[src/rtl/calc_sequencer.sv]
// calc_sequencer: button conditioning plus preview/commit FSM for the
// 8-bit switch calculator; owns the accumulator and the display value.
//
// Ports:
//   CLK, RST_N           clock, async active-low reset
//   sw[WIDTH]            operand switches (CLK-synchronous)
//   btn_store_n          raw store button, active low
//   btn_add/sub/show     raw op buttons, active high
//   acc[WIDTH]           accumulator
//   disp_value[WIDTH]    registered display value
//   commit               1-cycle pulse on every acc write
//   state[3]             FSM state for debug LEDs
//   ovf                  carry/borrow of last add/sub commit
// Build option: define CALC_OVERFLOW_EN to register ovf; otherwise it is 0.
module calc_sequencer #(
   parameter int WIDTH           = 8,
   parameter int DEBOUNCE_CYCLES = 12000
) (
   input  logic             CLK,
   input  logic             RST_N,
   input  logic [WIDTH-1:0] sw,
   input  logic             btn_store_n,
   input  logic             btn_add,
   input  logic             btn_sub,
   input  logic             btn_show,
   output logic [WIDTH-1:0] acc,
   output logic [WIDTH-1:0] disp_value,
   output logic             commit,
   output logic [2:0]       state,
   output logic             ovf
);

   localparam logic [2:0] S_IDLE    = 3'd0;
   localparam logic [2:0] S_PRE_ADD = 3'd1;
   localparam logic [2:0] S_PRE_SUB = 3'd2;
   localparam logic [2:0] S_PRE_ACC = 3'd3;
   localparam logic [2:0] S_COMMIT  = 3'd4;

   // Button bit order: 0 store_n, 1 add, 2 sub, 3 show.
   // Released level of each raw button (store_n idles high).
   localparam logic [3:0] REL_LVL = 4'b0001;

   localparam int CW = $clog2(DEBOUNCE_CYCLES + 1);
   localparam logic [CW-1:0] C_MAX = CW'(DEBOUNCE_CYCLES - 1);

   logic [3:0]         w_raw;
   logic [3:0]         r_sync1;
   logic [3:0]         r_sync2;
   logic [3:0]         r_deb;
   logic [3:0][CW-1:0] r_cnt;
   logic [3:0]         w_act;
   logic [3:0]         r_act_q;
   logic [3:0]         w_press;
   logic [3:0]         w_rel;

   logic [2:0]       r_state;
   logic [2:0]       w_next;
   logic             w_store;
   logic             r_op;
   logic [WIDTH-1:0] r_acc;
   logic [WIDTH-1:0] r_disp;
   logic             r_commit;
   logic [WIDTH-1:0] w_add;
   logic [WIDTH-1:0] w_sub;

   assign w_raw = {btn_show, btn_sub, btn_add, btn_store_n};

   always_ff @(posedge CLK or negedge RST_N) begin
      if (!RST_N) begin
         r_sync1 <= REL_LVL;
         r_sync2 <= REL_LVL;
      end else begin
         r_sync1 <= w_raw;
         r_sync2 <= r_sync1;
      end
   end

   // Level is accepted once it has differed from the debounced
   // value for DEBOUNCE_CYCLES consecutive cycles.
   always_ff @(posedge CLK or negedge RST_N) begin
      if (!RST_N) begin
         r_deb <= REL_LVL;
         r_cnt <= '0;
      end else begin
         for (int i = 0; i < 4; i++) begin
            if (r_sync2[i] == r_deb[i]) begin
               r_cnt[i] <= '0;
            end else if (r_cnt[i] == C_MAX) begin
               r_deb[i] <= r_sync2[i];
               r_cnt[i] <= '0;
            end else begin
               r_cnt[i] <= r_cnt[i] + CW'(1);
            end
         end
      end
   end

   // Active-high view of debounced levels, then edge pulses.
   assign w_act   = r_deb ^ REL_LVL;
   assign w_press = w_act & ~r_act_q;
   assign w_rel   = ~w_act & r_act_q;

   always_ff @(posedge CLK or negedge RST_N) begin
      if (!RST_N) r_act_q <= '0;
      else        r_act_q <= w_act;
   end

   assign w_add = r_acc + sw;
   assign w_sub = r_acc - sw;

   always_comb begin
      w_next  = r_state;
      w_store = 1'b0;
      case (r_state)
         S_IDLE: begin
            if (w_press[0])      w_store = 1'b1;
            else if (w_press[2]) w_next  = S_PRE_SUB;
            else if (w_press[1]) w_next  = S_PRE_ADD;
            else if (w_press[3]) w_next  = S_PRE_ACC;
         end
         S_PRE_ADD: if (w_rel[1]) w_next = S_COMMIT;
         S_PRE_SUB: if (w_rel[2]) w_next = S_COMMIT;
         S_PRE_ACC: if (w_rel[3]) w_next = S_IDLE;
         S_COMMIT:  w_next = S_IDLE;
         default:   w_next = S_IDLE;
      endcase
   end

   always_ff @(posedge CLK or negedge RST_N) begin
      if (!RST_N) begin
         r_state  <= S_IDLE;
         r_op     <= 1'b0;
         r_acc    <= '0;
         r_disp   <= '0;
         r_commit <= 1'b0;
      end else begin
         r_state  <= w_next;
         r_commit <= w_store | (r_state == S_COMMIT);
         // r_op: 1 = subtract, fixed for the whole preview.
         if (r_state == S_IDLE && w_next == S_PRE_SUB) r_op <= 1'b1;
         if (r_state == S_IDLE && w_next == S_PRE_ADD) r_op <= 1'b0;
         if (w_store)
            r_acc <= sw;
         else if (r_state == S_COMMIT)
            r_acc <= r_op ? w_sub : w_add;
         case (r_state)
            S_PRE_ADD: r_disp <= w_add;
            S_PRE_SUB: r_disp <= w_sub;
            S_PRE_ACC: r_disp <= r_acc;
            default:   r_disp <= sw;
         endcase
      end
   end

`ifdef CALC_OVERFLOW_EN
   logic [WIDTH:0] w_add_c;
   logic           w_borrow;
   logic           r_ovf;

   assign w_add_c  = {1'b0, r_acc} + {1'b0, sw};
   assign w_borrow = r_acc < sw;

   always_ff @(posedge CLK or negedge RST_N) begin
      if (!RST_N)
         r_ovf <= 1'b0;
      else if (r_state == S_COMMIT)
         r_ovf <= r_op ? w_borrow : w_add_c[WIDTH];
   end

   assign ovf = r_ovf;
`else
   assign ovf = 1'b0;
`endif

   assign acc        = r_acc;
   assign disp_value = r_disp;
   assign commit     = r_commit;
   assign state      = r_state;

endmodule

[config.mk]
export PLATFORM = sky130hd
export DESIGN_NAME = calc_sequencer
export DESIGN_NICKNAME = d
export VERILOG_FILES = /design/src/rtl/calc_sequencer.sv
export SDC_FILE = /design/constraint.sdc
export NUM_CORES = 1
export LEC_CHECK = 0
export CORE_UTILIZATION = 45
export DETAILED_ROUTE_END_ITERATION = 12
export DONT_BUFFER_PORTS = 1
export SLEW_MARGIN = 20
export SYNTH_ARGS = -nofsm -noshare
export SYNTH_HDL_FRONTEND = slang
export SYNTH_SLANG_ARGS = --single-unit
[constraint.sdc]
create_clock -name CLK -period 2.87 [get_ports CLK]
set_input_delay 0.574 -clock CLK [delete_from_list [all_inputs] [get_ports CLK]]
set_output_delay 0.574 -clock CLK [all_outputs]
set_load 0.02 [all_outputs]
power_grid.png
The bar under the picture is 20 um long. Pins as bars on the die edge. Tap cells in grey.
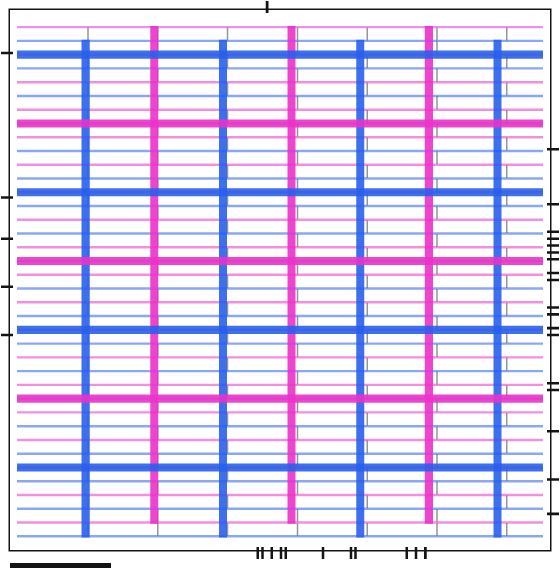
colour	net
magenta	VDD
blue	VSS
met5 straps	7
met4 straps	7
met1 rails	38
rows	37
tap cells	136
Peak VDD IR: 0.000370 V
die height: 107 um
Core ar.: 0.0105 mm^2

io_fan.png
The bar under the picture is 20 um long.
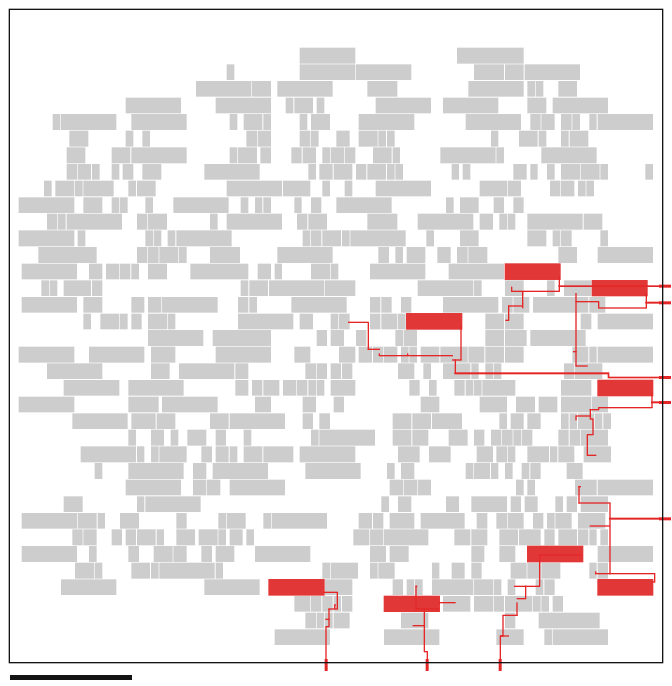
colour	port	bits	direction	edge	end cells	buffers	wire
red	acc	8	output	5 right, 3 bottom	8	0	272 um
IO Count: 35
PortBufs: 0

metal_density.png
21 x 21 tiles, from dark blue (low) to red (high), scaled to the fullest tile. Values are wire area over tile area, all layers added.
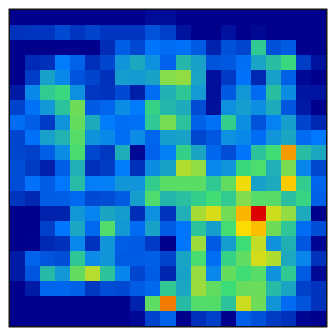
nearly empty tiles	17%
tiles over half the peak	13%
mean over tiles	0.13
fullest tile	0.53
densest ninth of the die	right middle

placement.png
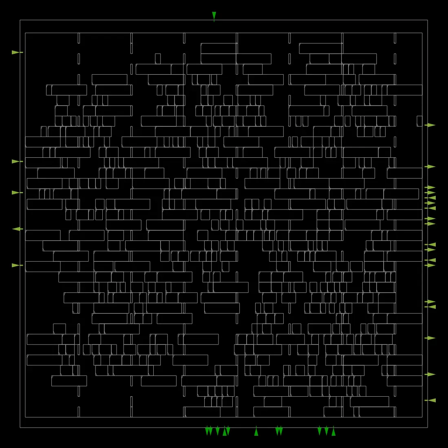
Seq/total area: 44.1%
final non-filler cell total: 657
num rows: 37
TAP cells: 136
flip-flops: 93

placement_by_type.png
Fill, decap, tap and diode cells in grey.
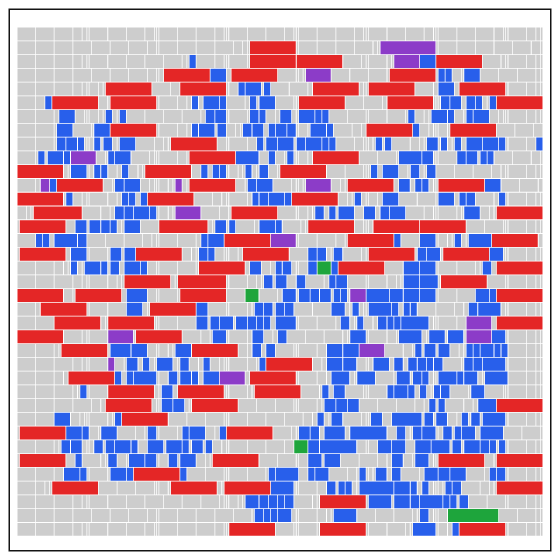
colour	class	cells
blue	combinational and other logic	408
green	remaining buffers and delay cells	4
purple	clock drivers and dummy loads	16
red	sequential cells	93

==> run summary <==
flow finished, numbers: final setup fails=0, Final #Nets=around 550, fillers=1009, R2R Path Start=acc[0]$_DFFE_PN0P_, clk_skew=0.0136 ns, initial antenna violation count=0, Slew headroom=50.2%, Top Layout Cells=dfrtp_1, nor2_1, xor2_1, nand3_1, nand2_1, crit path cell chain=ha_1 -> inv_1 -> fa_1 -> o21bai_1 -> a21oi_1 -> o31ai_1 -> mux2i_1 -> xnor2_1 -> o21ai_0, yosys warning tally=0, clk tree area frac=3.84%, Final ANT Viol Nets=0, worst path required time=~3.2 ns, R2R setup slack=approximately 0.4 ns, ys flop type=dfrtp_1, min-delay worst type=input port to async pin, largest class=logic gates, ys cells=~520, GRT Total Usage=19.0%, LEAKAGE=about 0.0024 uW, Post-synth area hogs=dfrtp_1, nor2_1, xor2_1, ha_1, xnor2_1, setup tns final=0 ns, largest net degree at the start of global routing=around 91, CP Capture Type=register, Crit. Startpoint=acc[0]$_DFFE_PN0P_, top cells by count=dfrtp_1, nor2_1, xor2_1, nand3_1, nand2_1, count of tool warnings=33, clock root buffer=clkbuf_8, Vias/cell=5.40, final WL=9.61 mm, pwr/cell area=480 mW/mm^2, DR vias=3549, DR DRC count=0, syn_nets=550, Clock Tree Buf Depth=2, met3 Usage GRT=5.47%, Inverters=23, CP Buf/Inv Count=1, Logic area=0.00244 mm^2, number of global-route vias before repair=3449, Die X=107 um, CTS-repair resized insts=0, Avg WL per Cell=around 15 um, Worst Path Arrival=2.77 ns, CP Launch Type=register, initial DRC count=238, Final period util=86.4%, worst-skew pair later-pin latency=0.37 ns, R2R depth=9, crit path max-delay cell type=dfrtp_1, NonClk Buf Share=0.947%, Die Size=0.0114 mm^2, Non-CTS buffers=4, Worst R2R End=acc[6]$_DFFE_PN0P_, top sig layer=met4, # Max-Cap Violations=0, metal3 WL=between 500 and 600 um, clk slew on worst S/H paths=0.09 ns, pre-CTS WS=a little over 0.4 ns, Fin. Hold Viols=0, Stages on worst setup path=9, Synth top area share=approximately 46%, register area=0.00233 mm^2, first-pass GRT wire length=between 15 and 20 mm, H-tree levels=3, Mapped Cells=516, CTS tree=done, Initial Util=a little under half, XOR Share, Synth=between 10 and 15%, yosys stat chip area=approximately 0.0049 mm^2, Post CTS Setup Buffer Count=0, fraction of layout cells with a size suffix above 1=6.33%, met1 WL=4.57 mm, clock buffers created by TritonCTS=9, met2 Use GR=29.3%, Synth Seq Share=47.2%, met2 wire length=4.40 mm, Distinct cells, synth=57, worst slew pin tran=~0.75 ns, ys async rst share=100%, status=finished, final reports clean, Avg Cell Area, Syn=9.57 um^2, multi-input combinational area share=46.2%, Top cell excl fill/tap=dfrtp_1, post-detail-place hpwl=6.63 mm, Area Growth Syn to Fin=7.02%, Comb gates=385, gpl congestion=0.866, setup repair after global routing missed its margin=false, AND/OR/NAND/NOR Cells, Area Fraction=21.3%, yosys adder share=5.37%, Main logic family=simple AND/OR/NAND/NOR gates, Tmin final=around 2.5 ns, slowest stage delay, CP=0.50 ns, CP top delay family=AND-OR/OR-AND gates, MUX area fraction=1.29%, clock buf count=13, Critical Setup Path Class=register to register, clk sinks=93, Pins Over Slew Limit=0, Synthesized registers=93, count of library flops with an enable pin=0, setup ws final=roughly 0.4 ns, most common cell in the netlist=dfrtp_1
-- power breakdown --
part / leakage (uW) / switching (uW) / internal (uW) / total (uW)
Clock: 0.000104 / 458 / 452 / 909
Combinational: 0.00104 / 143 / 96.0 / 239
Sequential: 0.00122 / 44.8 / 1340 / 1390
-- through the flow --
step	power (uW)	hold WS [ns]	instances	instance area (um^2)	utilization, %
2_1_floorplan	1590	0.278	516	4940	-
3_3_place_gp	1620	0.280	640	5050	48.3
3_5_place_dp	1620	0.280	640	5050	48.3
4_1_cts	2570	0.0148	657	5280	50.5
5_1_grt	2660	0.000584	657	5280	50.5
6_report	2540	0.0408	657	5280	50.5
-- sequential cells by signal, indices dropped and copies added, names as in the netlist --
register,cells
r_cnt,56
acc,8
disp_value,8
r_act_q,4
r_deb,4
r_sync1,4
r_sync2,4
state,3
commit,1
r_op,1
Power figures rest on the tool's default switching activity, not on a simulated workload.
